`src/rtl/apb_pkg.sv`:
```
// apb_pkg: definitions shared by the APB bridge, the bus interface and the
// APB memory completer.
//   ADDR_WIDTH      : byte address width of the APB bus
//   DATA_WIDTH      : APB data width
//   apb_slv_state_e : completer transfer state (IDLE / ACCESS)
package apb_pkg;

  localparam int ADDR_WIDTH = 8;
  localparam int DATA_WIDTH = 32;

  typedef enum logic [0:0] {
    IDLE   = 1'b0,
    ACCESS = 1'b1
  } apb_slv_state_e;

endpackage

```
`src/rtl/apb_slave_mem_if.sv`:
```
// apb_slave_mem_if: APB bus between the bridge (master) and a completer (slave).
//   pselx, penable, pwrite, paddr, pwdata : driven by the bridge
//   pready, prdata, pslverr               : returned by the completer
interface apb_slave_mem_if #(
  parameter int ADDR_WIDTH = apb_pkg::ADDR_WIDTH,
  parameter int DATA_WIDTH = apb_pkg::DATA_WIDTH
);

  logic                  pselx;
  logic                  penable;
  logic                  pwrite;
  logic [ADDR_WIDTH-1:0] paddr;
  logic [DATA_WIDTH-1:0] pwdata;
  logic                  pready;
  logic [DATA_WIDTH-1:0] prdata;
  logic                  pslverr;

  modport master (
    output pselx, penable, pwrite, paddr, pwdata,
    input  pready, prdata, pslverr
  );

  modport slave (
    input  pselx, penable, pwrite, paddr, pwdata,
    output pready, prdata, pslverr
  );

endinterface

```
`src/rtl/apb_slave_ram.sv`:
```
// apb_slave_ram: DEPTH x DATA_WIDTH flop array.
//   clk   : clock, all state on posedge
//   rst   : synchronous active-high reset, clears every word
//   we    : write enable
//   widx  : write word index
//   wdata : write data
//   ridx  : read word index (combinational read port)
//   rdata : read data, zero for an index outside the array
module apb_slave_ram #(
  parameter int DEPTH      = 32,
  parameter int DATA_WIDTH = 32,
  parameter int IDX_W      = 6
) (
  input  logic                  clk,
  input  logic                  rst,
  input  logic                  we,
  input  logic [IDX_W-1:0]      widx,
  input  logic [DATA_WIDTH-1:0] wdata,
  input  logic [IDX_W-1:0]      ridx,
  output logic [DATA_WIDTH-1:0] rdata
);

  localparam int AW = (DEPTH > 1) ? $clog2(DEPTH) : 1;
  // DEPTH fits in IDX_W+1 bits because DEPTH <= 2^IDX_W.
  localparam logic [IDX_W:0] DEPTH_L = DEPTH[IDX_W:0];

  logic [DATA_WIDTH-1:0] mem_r [DEPTH];

  // Word storage: clear on reset, otherwise single write port.
  always_ff @(posedge clk) begin
    if (rst) begin
      for (int i = 0; i < DEPTH; i++) begin
        mem_r[i] <= {DATA_WIDTH{1'b0}};
      end
    end else if (we && ({1'b0, widx} < DEPTH_L)) begin
      mem_r[widx[AW-1:0]] <= wdata;
    end
  end

  // Combinational read port, guarded against indices past the array.
  always_comb begin
    rdata = {DATA_WIDTH{1'b0}};
    if ({1'b0, ridx} < DEPTH_L) begin
      rdata = mem_r[ridx[AW-1:0]];
    end else begin
      rdata = {DATA_WIDTH{1'b0}};
    end
  end

endmodule

```
`src/rtl/apb_slave_mem.sv`:
```
// apb_slave_mem: APB completer backed by a flop word memory, with per-transfer
// programmable wait states and error response for bad addresses.
//   pclk       : clock, all logic on posedge
//   preset     : synchronous active-high reset
//   bus        : APB slave port (pselx/penable/pwrite/paddr/pwdata in,
//                pready/prdata/pslverr out)
//   wait_cfg_i : wait states for the transfer, sampled in the setup cycle
module apb_slave_mem #(
  parameter int ADDR_WIDTH = apb_pkg::ADDR_WIDTH,
  parameter int DATA_WIDTH = apb_pkg::DATA_WIDTH,
  parameter int DEPTH      = 32,
  parameter int WAIT_W     = 4
) (
  input  logic               pclk,
  input  logic               preset,
  apb_slave_mem_if.slave     bus,
  input  logic [WAIT_W-1:0]  wait_cfg_i
);

  import apb_pkg::*;

  localparam int IDX_W = ADDR_WIDTH - 2;
  localparam logic [IDX_W:0]        DEPTH_L  = DEPTH[IDX_W:0];
  localparam logic [WAIT_W-1:0]     WAIT_ONE = {{(WAIT_W-1){1'b0}}, 1'b1};
  localparam logic [DATA_WIDTH-1:0] DATA_Z   = {DATA_WIDTH{1'b0}};

  apb_slv_state_e        state_r;
  apb_slv_state_e        state_next_s;
  logic [WAIT_W-1:0]     wait_cnt_r;
  logic                  err_r;
  logic                  write_r;
  logic [IDX_W-1:0]      idx_r;
  logic [DATA_WIDTH-1:0] rdata_r;

  logic [IDX_W-1:0]      idx_s;
  logic                  err_s;
  logic                  setup_s;
  logic                  wait_zero_s;
  logic                  done_s;
  logic                  mem_we_s;
  logic [DATA_WIDTH-1:0] mem_rdata_s;

  // Setup-phase decode; only ever consumed by registers, never by outputs.
  assign idx_s       = bus.paddr[ADDR_WIDTH-1:2];
  assign err_s       = (bus.paddr[1:0] != 2'b00) | ({1'b0, idx_s} >= DEPTH_L);
  assign setup_s     = (state_r == IDLE) & bus.pselx & ~bus.penable;
  assign wait_zero_s = (wait_cnt_r == {WAIT_W{1'b0}});

  apb_slave_ram #(
    .DEPTH      (DEPTH),
    .DATA_WIDTH (DATA_WIDTH),
    .IDX_W      (IDX_W)
  ) u_ram (
    .clk   (pclk),
    .rst   (preset),
    .we    (mem_we_s),
    .widx  (idx_r),
    .wdata (bus.pwdata),
    .ridx  (idx_s),
    .rdata (mem_rdata_s)
  );

  // State register.
  always_ff @(posedge pclk) begin
    if (preset) begin
      state_r <= IDLE;
    end else begin
      state_r <= state_next_s;
    end
  end

  // Next-state decode: setup opens a transfer, completion or abort closes it.
  always_comb begin
    state_next_s = state_r;
    case (state_r)
      IDLE: begin
        if (setup_s) begin
          state_next_s = ACCESS;
        end else begin
          state_next_s = IDLE;
        end
      end
      ACCESS: begin
        if (!bus.pselx) begin
          state_next_s = IDLE;
        end else if (bus.penable && wait_zero_s) begin
          state_next_s = IDLE;
        end else begin
          state_next_s = ACCESS;
        end
      end
      default: state_next_s = IDLE;
    endcase
  end

  // Transfer context: captured at setup, wait counter burned down in ACCESS.
  always_ff @(posedge pclk) begin
    if (preset) begin
      wait_cnt_r <= {WAIT_W{1'b0}};
      err_r      <= 1'b0;
      write_r    <= 1'b0;
      idx_r      <= {IDX_W{1'b0}};
      rdata_r    <= DATA_Z;
    end else begin
      case (state_r)
        IDLE: begin
          if (setup_s) begin
            wait_cnt_r <= wait_cfg_i;
            err_r      <= err_s;
            write_r    <= bus.pwrite;
            idx_r      <= idx_s;
            // The array is read here, so a write completing on the previous
            // edge is already visible to a back-to-back read.
            if (!err_s && !bus.pwrite) begin
              rdata_r <= mem_rdata_s;
            end
          end
        end
        ACCESS: begin
          if (bus.pselx && bus.penable && !wait_zero_s) begin
            wait_cnt_r <= wait_cnt_r - WAIT_ONE;
          end
        end
        default: begin
          wait_cnt_r <= {WAIT_W{1'b0}};
        end
      endcase
    end
  end

  // Response decode from registered state qualified by pselx/penable.
  always_comb begin
    done_s      = 1'b0;
    bus.pready  = 1'b0;
    bus.pslverr = 1'b0;
    bus.prdata  = DATA_Z;
    mem_we_s    = 1'b0;
    if ((state_r == ACCESS) && wait_zero_s && bus.pselx && bus.penable) begin
      done_s = 1'b1;
    end else begin
      done_s = 1'b0;
    end
    bus.pready  = done_s;
    bus.pslverr = done_s & err_r;
    mem_we_s    = done_s & write_r & ~err_r;
    if (done_s && !write_r && !err_r) begin
      bus.prdata = rdata_r;
    end else begin
      bus.prdata = DATA_Z;
    end
  end

endmodule

```
`src/flat_wrapper.sv`:
```
// flat-port wrapper written by rule: the top's interface ports become plain ports
module apb_slave_mem_flat import apb_pkg::*;
#(
  parameter int ADDR_WIDTH = apb_pkg::ADDR_WIDTH,
  parameter int DATA_WIDTH = apb_pkg::DATA_WIDTH,
  parameter int DEPTH      = 32,
  parameter int WAIT_W     = 4
)
  (pclk, preset, wait_cfg_i, bus_pselx, bus_penable, bus_pwrite, bus_paddr, bus_pwdata, bus_pready, bus_prdata, bus_pslverr);
  apb_slave_mem_if #(.ADDR_WIDTH(ADDR_WIDTH), .DATA_WIDTH(DATA_WIDTH)) bus_i ();
  input  logic pclk;
  input  logic preset;
  input  logic [WAIT_W-1:0] wait_cfg_i;
  input wire logic [$bits(bus_i.pselx)-1:0] bus_pselx;
  input wire logic [$bits(bus_i.penable)-1:0] bus_penable;
  input wire logic [$bits(bus_i.pwrite)-1:0] bus_pwrite;
  input wire logic [$bits(bus_i.paddr)-1:0] bus_paddr;
  input wire logic [$bits(bus_i.pwdata)-1:0] bus_pwdata;
  output wire logic [$bits(bus_i.pready)-1:0] bus_pready;
  output wire logic [$bits(bus_i.prdata)-1:0] bus_prdata;
  output wire logic [$bits(bus_i.pslverr)-1:0] bus_pslverr;
  assign bus_i.pselx = bus_pselx;
  assign bus_i.penable = bus_penable;
  assign bus_i.pwrite = bus_pwrite;
  assign bus_i.paddr = bus_paddr;
  assign bus_i.pwdata = bus_pwdata;
  assign bus_pready = bus_i.pready;
  assign bus_prdata = bus_i.prdata;
  assign bus_pslverr = bus_i.pslverr;
  apb_slave_mem #(.ADDR_WIDTH(ADDR_WIDTH), .DATA_WIDTH(DATA_WIDTH), .DEPTH(DEPTH), .WAIT_W(WAIT_W)) u_core (.pclk(pclk), .preset(preset), .bus(bus_i), .wait_cfg_i(wait_cfg_i));
endmodule
```
`config.mk`:
```
export PLATFORM = sky130hd
export DESIGN_NAME = apb_slave_mem_flat
export DESIGN_NICKNAME = d
export VERILOG_FILES = /design/src/rtl/apb_pkg.sv /design/src/rtl/apb_slave_mem_if.sv /design/src/rtl/apb_slave_ram.sv /design/src/rtl/apb_slave_mem.sv /design/src/flat_wrapper.sv
export SDC_FILE = /design/constraint.sdc
export NUM_CORES = 1
export LEC_CHECK = 0
export CORE_ASPECT_RATIO = 1.2
export CORE_MARGIN = 2
export CORE_UTILIZATION = 58
export DETAILED_ROUTE_END_ITERATION = 7
export DONT_BUFFER_PORTS = 1
export PLACE_DENSITY = 0.87
export SYNTH_ARGS = -nofsm -noshare
export SYNTH_HDL_FRONTEND = slang
export SYNTH_SLANG_ARGS = --single-unit
```
`constraint.sdc`:
```
create_clock -name pclk -period 2.9 [get_ports pclk]
set_input_delay 0.87 -clock pclk [delete_from_list [all_inputs] [get_ports pclk]]
set_output_delay 0.87 -clock pclk [all_outputs]
set_load 0.05 [all_outputs]
```
**Run 1: where the registers sit**

The bar under the picture is 100 um long. Other sequential cells in the stronger gray, the rest of the logic in the fainter gray.
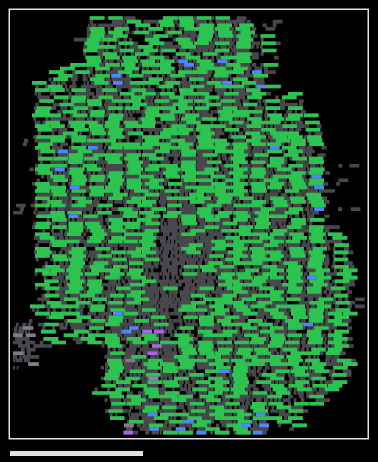
| name in the netlist | color | sequential cells | where |
|---|---|---|---|
| `u_core.idx_r` | purple | 6 | south |
| `u_core.u_ram.mem_r` | green | 1024 | all over the die |
| `u_core.rdata_r` | blue | 32 | all over the die |
not colored: 7
sequential power: 17500 uW
Final Core Density: 66.1%

**Run 1: cell density map**

The die is cut into 27 by 32 equal tiles; black is low, pale yellow is high, 0 to 100% covered.
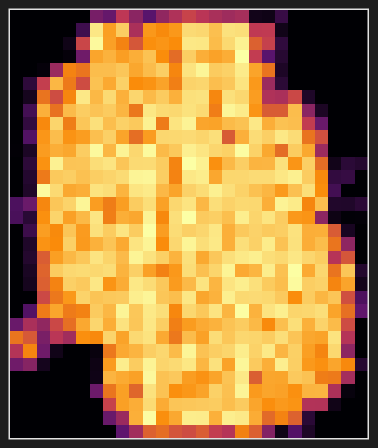
emptiest ninth of the die: north-east
tiles over 75% full: 59%
fullest tile: 100%
mean over tiles: 62%
FP Core Util: 58.7%
CORE AREA: 83700 um^2

**Run 1: congestion heat map**

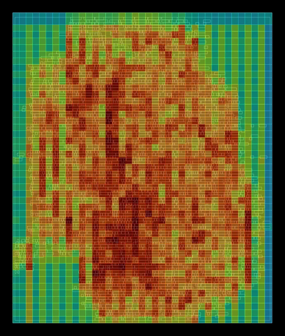
Most Used Layer, Global Route: met2
GRT Overall Usage: 30.9%
GR Util met1: 36.8%

**Run 1: wiring by layer**

The bar under the picture is 100 um long. Two of the layers only.
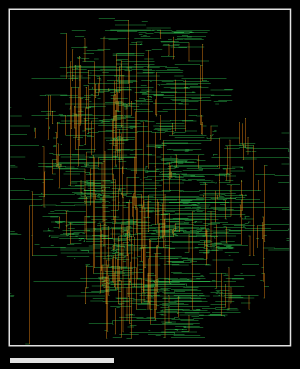
| layer | color | wire length |
|---|---|---|
| M4 | orange | 8220 um |
| M3 | green | 15800 um |
Via Count: 31000
Routed WL: 136 mm
DR WL/cell: 28.4 um

==> impl_metrics.tcl, run 1 <==
# flow metrics
set metrics [dict create \
    status "complete, but fails checks" \
    failed_checks "max-slew violations, negative setup slack" \
    cp_top_family "AND-OR/OR-AND gates" \
    drtPass1Iterations 6 \
    seq_share_pct 57.2 \
    largest-register "u_core.u_ram.mem_r" \
    route.layer.met1.wl_mm 46.0 \
    comb_power_uw 2030 \
    layout_setup_ws_ns -0.983 \
    dr.max_layer_used "met5" \
    maxSlewViolCount 388 \
    vias_per_cell 6.46 \
    chipArea_um2 87100 \
    synthArstFlopShare_pct 0 \
    drc 0 \
    final_area_um2 55400 \
    ys_types 38 \
    syn_inst 3610 \
    grt_util_met2_pct 51.8 \
    io_pins 83 \
    ys_cells 3610 \
    grtUsageMet3_pct 7.14 \
    setup_tns_ns -24.72 \
    cp_num_cells 6 \
    slew-limit-headroom_pct -122 \
    dr_wl_met2_mm 66.1 \
    share_comb_of_total_power_pct 6.3 \
    yosysSeqAreaShare_pct 64.4 \
    setup_viol 61 \
    synth_flops 1069 \
    cts_root_buf "clkbuf_16" \
    nets 3643 \
    top_logic_kind "simple AND/OR/NAND/NOR gates" \
    seqPwrFrac_pct 54.2 \
    syn_to_final_growth_pct 12.6 \
    cts.sinks 1069 \
    synth-edff-count 1024 \
    min_path_type "in -> reg" \
    holdPathEnd "u_core.state_r" \
    critPathKind "in -> reg" \
    top_regs "u_core.u_ram.mem_r (1024), u_core.rdata_r (32), u_core.idx_r (6)" \
    ant_nets 0 \
    synthFlopType "edfxtp_1" \
    synth_xor_xnor_area_share_pct 0 \
    seq_area_um2 31700 \
    buffer_ports.inserted 0 \
    common_cells "and2_1, edfxtp_1, mux2i_1, clkbuf_1, a22oi_1" \
]
==> run 2: changes to the inputs <==
==> constraint.sdc (replaced) <==
create_clock -name pclk -period 2.9 [get_ports pclk]
set_input_delay 0.58 -clock pclk [delete_from_list [all_inputs] [get_ports pclk]]
set_output_delay 0.58 -clock pclk [all_outputs]
set_load 0.05 [all_outputs]
**Run 2: cell density map**

The die is cut into 27 by 32 equal tiles; black is low, pale yellow is high, 0 to 100% covered.
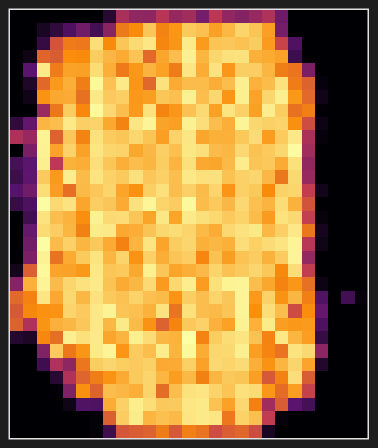
tiles over 75% full: 58%
fullest tile: 100%
mean over tiles: 61%
nearly empty tiles: 21%
Final Core Density: 65.3%

**Run 2: wiring by layer**

The bar under the picture is 100 um long. Two of the layers only.
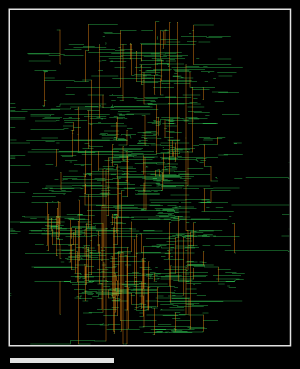
| layer | color | wire length |
|---|---|---|
| M4 | orange | 5530 um |
| M3 | green | 12600 um |
Via Count: 30000
Routed WL: 124 mm

==> run 2 against run 1 <==
Effect of this change:
- first-iteration DRC count shrank 9.5%
- critical path depth grew 3
- critical endpoint is now bus_prdata[10]
- the flow finishes with violations (negative hold slack, max-slew violations, negative setup slack)
- largest cell class unchanged
- highest routed layer unchanged
- count of clock-buffer cells in the layout grew 1
==> impl_metrics.tcl, run 2 <==
# flow metrics
set metrics [dict create \
    pg_seq_uw 17500 \
    syn_inst 3610 \
    common_cells "and2_1, edfxtp_1, mux2i_1, clkbuf_1, a22oi_1" \
    failed_checks "negative hold slack, max-slew violations, negative setup slack" \
    core_um2 83700 \
    setup_viol 17 \
    status "complete, but fails checks" \
    layout_setup_ws_ns -0.0774 \
    ys_types 38 \
    seqPwrFrac_pct 53.5 \
    ant_nets 0 \
    grtUsageMet3_pct 5.09 \
    min_path_type "in -> reg" \
    cp_top_family "buffers and inverters" \
    slew-limit-headroom_pct -19.5 \
    buffer_ports.inserted 0 \
    cts_root_buf "clkbuf_16" \
    synthArstFlopShare_pct 0 \
    hold_violations 1 \
    drtPass1Iterations 6 \
    comb_power_uw 1780 \
    maxSlewViolCount 247 \
    synth_xor_xnor_area_share_pct 0 \
    syn_to_final_growth_pct 11.2 \
    top_logic_kind "simple AND/OR/NAND/NOR gates" \
    dr_wl_met2_mm 60.9 \
    cts.sinks 1069 \
    cp_num_cells 9 \
    holdPathEnd "u_core.idx_r[0]" \
    grt_busiest_layer "met2" \
    drc 0 \
    setup_tns_ns -0.573 \
    hold-worst-slack_ns -0.00441 \
    seq_area_um2 31700 \
    synth-edff-count 1024 \
    yosysSeqAreaShare_pct 64.4 \
    largest-register "u_core.u_ram.mem_r" \
    final_area_um2 54700 \
    dr.max_layer_used "met5" \
    fp_util_pct 58.7 \
]
**Run 2: congestion heat map**

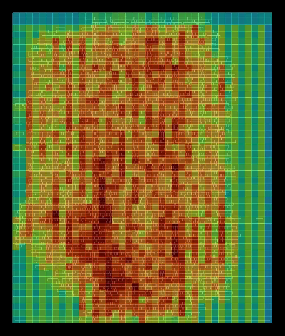
GR Util met1: 36.1%
GRT Overall Usage: 28.3%
met2 Usage GRT: 47.3%
DR WL/cell: 26.3 um

No activity file was given, so power comes from the tool's default toggle rates.
